--- config.mk ---
export PLATFORM = sky130hd
export DESIGN_NAME = acc_cpu_sequencer
export DESIGN_NICKNAME = d
export VERILOG_FILES = /design/src/rtl/acc_cpu_sequencer.sv
export SDC_FILE = /design/constraint.sdc
export NUM_CORES = 1
export LEC_CHECK = 0
export CAP_MARGIN = 0
export CORE_MARGIN = 2
export CORE_UTILIZATION = 42
export CTS_CLUSTER_SIZE = 8
export DETAILED_ROUTE_END_ITERATION = 6
export PLACE_DENSITY = 0.8
export SLEW_MARGIN = 20
export SYNTH_ARGS = -nofsm -noshare
export SYNTH_HDL_FRONTEND = slang
export SYNTH_SLANG_ARGS = --single-unit
--- constraint.sdc ---
create_clock -name iCLK -period 2.15 [get_ports iCLK]
set_input_delay 0.5375 -clock iCLK [delete_from_list [all_inputs] [get_ports iCLK]]
set_output_delay 0.5375 -clock iCLK [all_outputs]
set_load 0.05 [all_outputs]
--- src/rtl/acc_cpu_sequencer.sv ---
// Fetch/decode/execute sequencer for the 8-bit accumulator CPU.
// Optional SINGLE_STEP_EN adds iSTEP and a STEP_WAIT state between instructions.
module acc_cpu_sequencer #(
    parameter int DATA_W   = 8,
    parameter int ADDR_W   = 4,
    parameter int RESET_PC = 0
) (
    input  logic              iCLK,
    input  logic              iRST_N,
`ifdef SINGLE_STEP_EN
    input  logic              iSTEP,
`endif
    output logic              oMEM_REQ,
    output logic              oMEM_WE,
    output logic [ADDR_W-1:0] oMEM_ADDR,
    output logic [DATA_W-1:0] oMEM_WDATA,
    input  logic              iMEM_ACK,
    input  logic [DATA_W-1:0] iMEM_RDATA,
    output logic [3:0]        oALU_OP,
    output logic [DATA_W-1:0] oALU_IN1,
    output logic [DATA_W-1:0] oALU_IN2,
    input  logic [DATA_W-1:0] iALU_Z,
    output logic [ADDR_W-1:0] oPC,
    output logic [DATA_W-1:0] oACC,
    output logic              oHALT
);

`ifdef SINGLE_STEP_EN
    typedef enum logic [2:0] {
        S_FETCH, S_DECODE, S_READ, S_EXEC, S_WRITE, S_HALT, S_STEP
    } state_t;
    localparam state_t S_NEXT = S_STEP;
`else
    typedef enum logic [2:0] {
        S_FETCH, S_DECODE, S_READ, S_EXEC, S_WRITE, S_HALT
    } state_t;
    localparam state_t S_NEXT = S_FETCH;
`endif

    localparam logic [ADDR_W-1:0] PC_RST = ADDR_W'(RESET_PC);

    state_t             state_q, state_d;
    logic [ADDR_W-1:0]  pc_q, pc_d;
    logic [DATA_W-1:0]  ir_q, ir_d;
    logic [DATA_W-1:0]  acc_q, acc_d;
    logic [DATA_W-1:0]  mdr_q, mdr_d;

    logic               req, we, halt;
    logic [ADDR_W-1:0]  addr;
    logic [DATA_W-1:0]  wdata;
    logic [3:0]         alu_op;
    logic [3:0]         opcode;
    logic [ADDR_W-1:0]  iaddr;

    assign opcode = ir_q[DATA_W-1:DATA_W-4];
    assign iaddr  = ir_q[ADDR_W-1:0];

    always_comb begin
        state_d = state_q;
        pc_d    = pc_q;
        ir_d    = ir_q;
        acc_d   = acc_q;
        mdr_d   = mdr_q;
        req     = 1'b0;
        we      = 1'b0;
        halt    = 1'b0;
        addr    = pc_q;
        wdata   = '0;
        alu_op  = 4'hF;
        unique case (state_q)
            S_FETCH: begin
                req = 1'b1;
                if (iMEM_ACK) begin
                    ir_d    = iMEM_RDATA;
                    pc_d    = pc_q + 1'b1;
                    state_d = S_DECODE;
                end
            end
            S_DECODE: begin
                case (opcode)
                    4'h0, 4'h1, 4'h2, 4'h3: state_d = S_EXEC;
                    4'h4, 4'h6:             state_d = S_READ;
                    4'h5:                   state_d = S_WRITE;
                    4'h7: begin
                        pc_d    = iaddr;
                        state_d = S_NEXT;
                    end
                    4'hF:                   state_d = S_HALT;
                    default:                state_d = S_NEXT;
                endcase
            end
            S_READ: begin
                req  = 1'b1;
                addr = iaddr;
                if (iMEM_ACK) begin
                    mdr_d   = iMEM_RDATA;
                    state_d = S_EXEC;
                end
            end
            S_EXEC: begin
                alu_op  = opcode;
                acc_d   = iALU_Z;
                state_d = S_NEXT;
            end
            S_WRITE: begin
                req    = 1'b1;
                we     = 1'b1;
                addr   = iaddr;
                alu_op = 4'h5;
                wdata  = iALU_Z;
                if (iMEM_ACK) state_d = S_NEXT;
            end
            S_HALT: halt = 1'b1;
`ifdef SINGLE_STEP_EN
            S_STEP: if (iSTEP) state_d = S_FETCH;
`endif
            default: state_d = S_FETCH;
        endcase
    end

    always_ff @(posedge iCLK) begin
        if (!iRST_N) begin
            state_q <= S_FETCH;
            pc_q    <= PC_RST;
            ir_q    <= '0;
            acc_q   <= '0;
            mdr_q   <= '0;
        end else begin
            state_q <= state_d;
            pc_q    <= pc_d;
            ir_q    <= ir_d;
            acc_q   <= acc_d;
            mdr_q   <= mdr_d;
        end
    end

    // Reset masks the bus so a held reset never presents a request.
    assign oMEM_REQ   = req & iRST_N;
    assign oMEM_WE    = we & iRST_N;
    assign oMEM_ADDR  = addr;
    assign oMEM_WDATA = iRST_N ? wdata : '0;
    assign oALU_OP    = iRST_N ? alu_op : 4'hF;
    assign oALU_IN1   = acc_q;
    assign oALU_IN2   = mdr_q;
    assign oPC        = pc_q;
    assign oACC       = acc_q;
    assign oHALT      = halt & iRST_N;

endmodule

==> run_1/flops_by_reg.png <==
Scale: 6 px per µm. Other sequential cells in the stronger grey, the rest of the logic in the fainter grey.
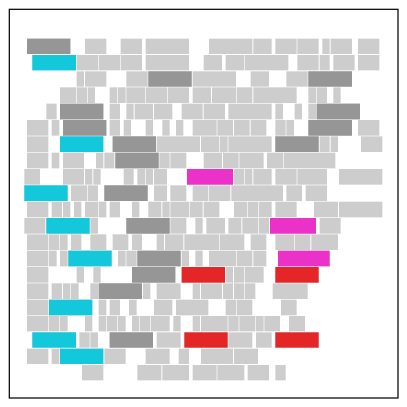
name in the netlist	colour	flops
`oPC`	red	4
`oALU_IN2`	cyan	8
`state_q`	magenta	3

==> run_1/layer_met2.png <==
Scale: 6 px per µm.
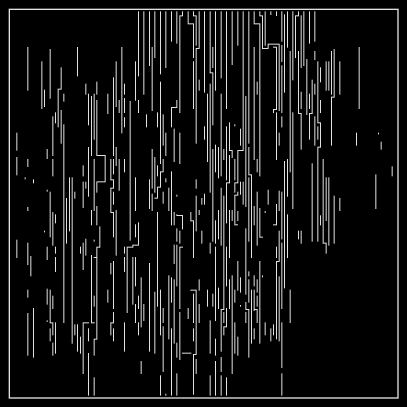
main direction	vertical
wire length on this layer	2080 µm
share of all routed wire	50%
nets with wire on the layer	233
met2 usage: 0.326
Via Count: 1518
DRT Wirelength: 4170 µm

==> run_1/sizes.png <==
Scale: 8 px per µm.
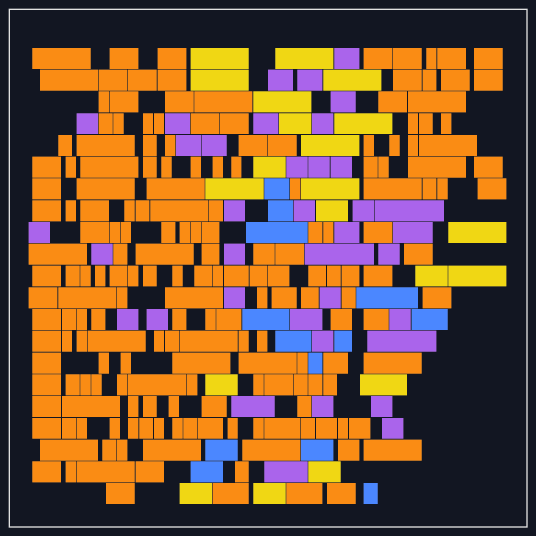
size	colour	cells	share
_6 and larger	yellow	20	7.7%
_2 cells	blue	13	5.0%
_0 and _1 cells	orange	189	73%
_3 and _4 cells	purple	37	14%

==> qor.yml, run 1 <==
start_kind: "register"
io_pins: 66
finalPower_w: 0.00133
final_area_um2: 2480
postCtsResizedCells: 19
overflow: 0
grt_pass1_wl_um: 6590
rsz0062_at_grt: "yes"
wl_met2_um: 2070
maxPowerGroup: "registers"
min_delay_path_depth: 2
use_met1: 0.261
compound_area_frac: 0.155
min_from: "oALU_IN2[2]"
cts_hold_buffers: 0
top_cell_area_share: 0.403
comb_area_frac: 0.338
n_fill_cell: 258
critical_path_buf_inv_count: 1
grt_pass1_vias: 1382
logic_gate_count: 137
clock-sinks: 31
power_frac_seq: 0.476
fin_util: 0.727
ys_ff: 31
nClkBuffers: 6
critPathSlowestCell: "dfxtp_4"
signal_buffers: 80
drv_cap: 0
finalCriticalPeriod_ns: 2.15
route.met3.wl_um: 204
core_util_floorplan: 0.451
crit_path_end_kind: "primary output"
yosys_warnings: 0
io_buffers: 65
highest_layer: "met4"
p_leak_nw: 0.962
rrSetupSlack_ns: 0.54
drc: 0
ys_sh_adder: 0.00813
synth_nets: 209
critical_path.startpoint: "state_q[2]"
yosys.area_share.xor_xnor: 0.0114
met3_usage: 0.0642
die_h_um: 64.5
p_comb_frac: 0.272
drtIter0Drc: 42
row_count: 21
clkCellAreaFrac: 0.0217
gp_congestion: 0.766
seq_cells: 31
layout_top_cell: "nand2_1"
async_flop_share: 0
post-dp-hpwl_um: 3130
cp.required_ns: 1.61
cp_cell_sequence: "xnor2_1 -> nor2_2 -> mux2_2 -> buf_6"
status: "finished clean"
top_area_cell: "dfxtp_1"
internal_power_w: 0.000883
synthTopCellsByCount: "nand2_1 (53), dfxtp_1 (31), a21oi_1 (29)"
==> run_1/detail.png <==
Window x 20 to 45, y 20 to 45 µm. Cells in grey, sequential cells in the stronger grey; small squares are vias.
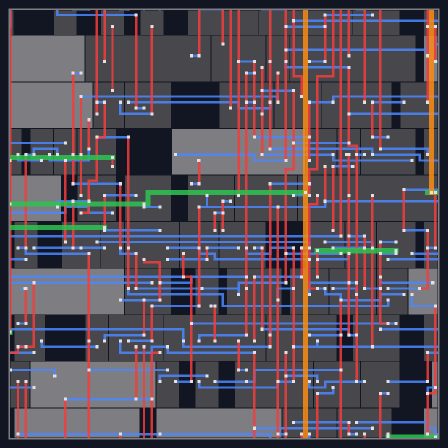

==> inputs of run 2 (changes only) <==
--- a/config.mk
+++ b/config.mk
@@ -5,12 +5,13 @@
 export SDC_FILE = /design/constraint.sdc
 export NUM_CORES = 1
 export LEC_CHECK = 0
+export ABC_AREA = 1
 export CAP_MARGIN = 0
 export CORE_MARGIN = 2
 export CORE_UTILIZATION = 42
 export CTS_CLUSTER_SIZE = 8
 export DETAILED_ROUTE_END_ITERATION = 6
-export PLACE_DENSITY = 0.8
+export PLACE_DENSITY = 0.79
 export SLEW_MARGIN = 20
 export SYNTH_ARGS = -nofsm -noshare
 export SYNTH_HDL_FRONTEND = slang
==> run_2/detail.png <==
Window x 20 to 45, y 20 to 45 µm. Cells in grey, sequential cells in the stronger grey; small squares are vias.
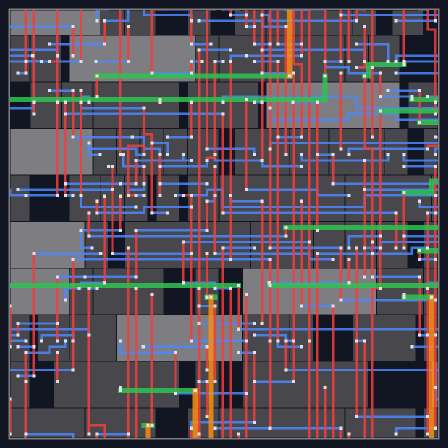
layer	colour
metal 1	blue
metal 3	green
metal 2	red
metal 4	orange
sequential cells in the window	7
cells with their middle in the window	69
most frequent	a21oi_1 (10), nand2_1 (9)
netlist names of flops here include	`ir_q` (4), `state_q` (2)

==> run_2/sizes.png <==
Scale: 8 px per µm.
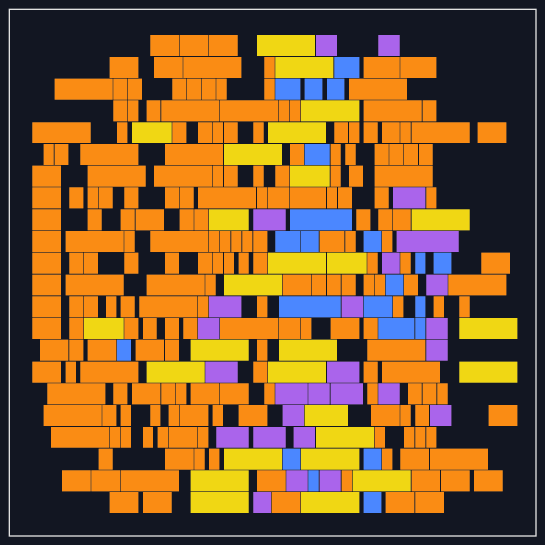
size	colour	cells	share
_2 cells	blue	22	7.6%
_0 and _1 cells	orange	213	74%
_6 and larger	yellow	27	9.4%
_3 and _4 cells	purple	26	9.0%
Non-CTS buffers: 77
design area: 2650 µm²
synthesis-to-layout area growth: 65.8%
Final Worst Setup Slack: 0.0177 ns

==> run 2 against run 1 <==
Flip-flop count stayed put. Setup slack better by 0.017 ns. Fmax is 0.78% higher. Utilization is 0.39 points lower. Cell count is 10% higher. Combinational power is 64% higher. Clock power is 38% higher. Sequential power is 4.1% higher. Die area is 3.5% higher. Area after synthesis is 3.7% higher. Largest cell class unchanged.
==> qor.yml, run 2 <==
use_met1: 0.263  # +0.00143
logic_gate_count: 146  # +6.6%
finalCriticalPeriod_ns: 2.13  # -0.0167 ns
synthTopCellsByCount: "dfxtp_1 (31), nor2_1 (31), nand2_1 (28)"
num_antenna_cells: 0
power_frac_seq: 0.385  # -0.091
postCtsResizedCells: 6  # -13
holdCritPathClass: "register to register"
clock-sinks: 31  # unchanged
yosys.area_share.xor_xnor: 0.00549  # -0.00590
layout_top_cell: "clkdlybuf4s50_1"
highest_layer: "met4"
n_fill_cell: 283  # +9.7%
critical_path.startpoint: "iRST_N"
cp.required_ns: 1.61  # about the same
start_kind: "input pin"
async_flop_share: 0  # unchanged
grt_pass1_wl_um: 7090  # +7.6%
internal_power_w: 0.00107  # +21%
rrSetupSlack_ns: 0.72  # +0.18 ns
p_comb_frac: 0.346  # +0.074
yosys_warnings: 0  # unchanged
critical_path_buf_inv_count: 3  # +2
finalPower_w: 0.00171  # +29%
ys_sh_adder: 0.00784  # -0.000293
row_count: 22  # +4.8%
maxPowerGroup: "registers"
status: "finished clean"
finalCritPeriodShare: 0.992
worst-setup-path-type: "input pin to primary output"
top_cell_area_share: 0.389  # -0.0145
io_buffers: 65  # unchanged
io_pins: 66  # unchanged
overflow: 0  # unchanged
ys_ff: 31  # unchanged
met3_usage: 0.0548  # -0.00944
clkCellAreaFrac: 0.0336  # +0.0119
tightestPinTransition_ns: 0.525
antenna_found_initial: 0
wl_met2_um: 2450  # +18%
simple_gate_area_frac: 0.260
fin_setup_tns_ns: 0
wirelength_um: 4780  # +15%
min_delay_path_depth: 2  # unchanged
grt_pass1_vias: 1500  # +8.5%
min_from: "oALU_IN2[0]"
hold_viol: 0
comb_area_frac: 0.314  # -0.0238
gp_congestion: 0.911  # +19%
crit_path_end_kind: "primary output"
die_x_um: 65.7
synth_nets: 240  # +15%
post-dp-hpwl_um: 3240  # +3.6%
powerComb_w: 0.000592
critPathSlowestCell: "clkdlybuf4s50_1"
cts_hold_buffers: 0  # unchanged
wl_per_cell_um: 14.2
use_met2: 0.359  # +0.0331
seq_cells: 31  # unchanged
die_h_um: 65.7  # +1.7%
drc: 0  # unchanged
nClkBuffers: 5  # -1
dominant-cell-class: "buffers"
drv_cap: 0  # unchanged
clk_pin_slew_ns: 0.07
top_area_cell: "dfxtp_1"
num_vias: 1716  # +13%
route.met3.wl_um: 277  # +36%
fin_util: 0.723  # -0.00393
drtIter0Drc: 155  # +270%
r2r_cells: 8
arrival_ns: 1.59
crit_end: "oALU_OP[3]"
core_util_floorplan: 0.436  # -0.0145
final_max_slew_viol_count: 0
ys_types: 28
compound_area_frac: 0.199  # +0.0438
cp_cell_sequence: "clkdlybuf4s50_1 -> buf_4 -> o211ai_1 -> buf_12"
p_leak_nw: 1.08  # +12%
==> run_2/congestion.png <==
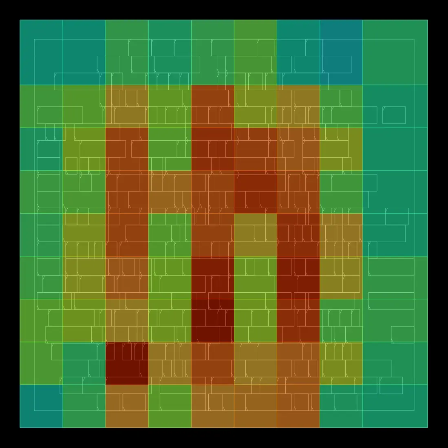

==> inputs of run 3 (changes only) <==
--- a/config.mk
+++ b/config.mk
@@ -11,6 +11,7 @@
 export CORE_UTILIZATION = 42
 export CTS_CLUSTER_SIZE = 8
 export DETAILED_ROUTE_END_ITERATION = 6
+export GPL_TIMING_DRIVEN = 0
 export PLACE_DENSITY = 0.79
 export SLEW_MARGIN = 20
 export SYNTH_ARGS = -nofsm -noshare
==> run_3/congestion.png <==
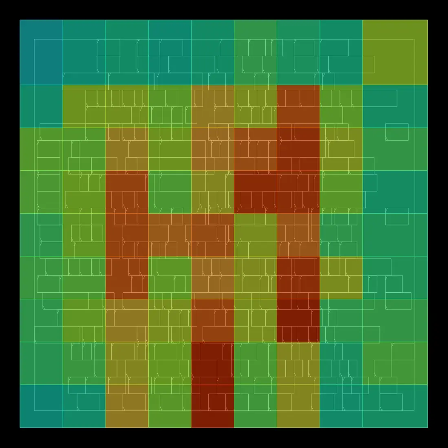
routed len/inst: 12.4 µm
met3 Track Usage GR: 0.0548
met2 usage: 0.322
layer with the highest usage: met2

==> run 3 against run 2 <==
Setup slack improved by 0.015 ns. Via count down 1.9%. Sequential share of layout area is 2.0 points higher. Clock skew fell by 0.0051 ns. Count of clock-buffer cells in the layout unchanged. Sequential power is essentially flat. Design area fell by 7.0%. Critical path depth shrank 2. Worst hold slack about the same. Register-to-register slack gained 0.03 ns. Critical path type is now register to primary output. Critical endpoint is now oALU_IN1[7]. Largest power group unchanged.
==> qor.yml, run 3 <==
status: "finished clean"
maxPowerGroup: "registers"
async_flop_share: 0  # unchanged
synthTopCellsByCount: "dfxtp_1 (31), nor2_1 (31), nand2_1 (28)"
core_util_floorplan: 0.436  # unchanged
holdCritPathClass: "register to register"
drtIter0Drc: 98  # -37%
seq_cells: 31  # unchanged
n_fill_cell: 320  # +13%
internal_power_w: 0.00117  # +9.1%
layout_setup_ws_ns: 0.0324  # +0.0146 ns
cp_cell_sequence: "buf_4 -> clkdlybuf4s50_1"
overflow: 0  # unchanged
final_area_um2: 2460  # -7.0%
num_vias: 1683  # -1.9%
signal_buffers: 89  # +16%
gp_congestion: 0.882  # -3.2%
yosys_warnings: 0  # unchanged
ys_types: 28  # unchanged
row_count: 22  # unchanged
io_pins: 66  # unchanged
area_growth_pct: 54.2
r2r_cells: 6  # -2
num_antenna_cells: 0  # unchanged
synth_nets: 240  # unchanged
clk_pin_slew_ns: 0.07  # about the same
cp.required_ns: 1.61  # about the same
compound_area_frac: 0.199  # unchanged
drv_cap: 0  # unchanged
fin_util: 0.672  # -0.0509
power_frac_seq: 0.369  # -0.016
p_comb_frac: 0.310  # -0.036
crit_end: "oALU_IN1[7]"
dominant-cell-class: "buffers"
wirelength_um: 4330  # -9.4%
clkCellAreaFrac: 0.0458  # +0.0122
finalCriticalPeriod_ns: 2.12  # -0.0146 ns
critical_path.startpoint: "oACC[7]"
powerComb_w: 0.000553  # -6.6%
comb_area_frac: 0.312  # -0.00263
critPathSlowestCell: "clkdlybuf4s50_1"
crit_path_end_kind: "primary output"
finalPower_w: 0.00179  # +4.4%
hold_viol: 0  # unchanged
die_x_um: 65.7  # unchanged
postCtsResizedCells: 122  # +116
cts_hold_buffers: 0  # unchanged
highest_layer: "met4"
wl_met2_um: 2150  # -12%
ys_ff: 31  # unchanged
tightestPinTransition_ns: 0.506  # -0.0191 ns
post-dp-hpwl_um: 3100  # -4.2%
arrival_ns: 1.58  # about the same
min_delay_path_depth: 2  # unchanged
top_area_cell: "dfxtp_1"
grt_pass1_wl_um: 6670  # -6.0%
io_buffers: 65  # unchanged
nClkBuffers: 5  # unchanged
finalCritPeriodShare: 0.985  # -0.00680
clock-sinks: 31  # unchanged
die_h_um: 65.7  # unchanged
==> run_3/detail.png <==
Window x 20 to 45, y 20 to 45 µm. Cells in grey, sequential cells in the stronger grey; small squares are vias.
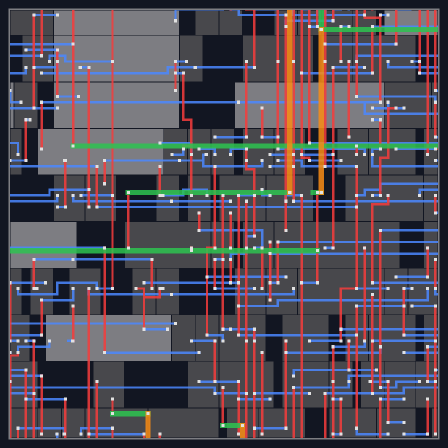
layer	colour
metal 4	orange
metal 3	green
metal 2	red
metal 1	blue
netlist names of flops here include	`ir_q` (6), `state_q` (1)
cells with their middle in the window	73
sequential cells in the window	7
most frequent	nand2_1 (11), a21oi_1 (9), inv_1 (8)

Power is estimated from default activity; no workload was simulated.
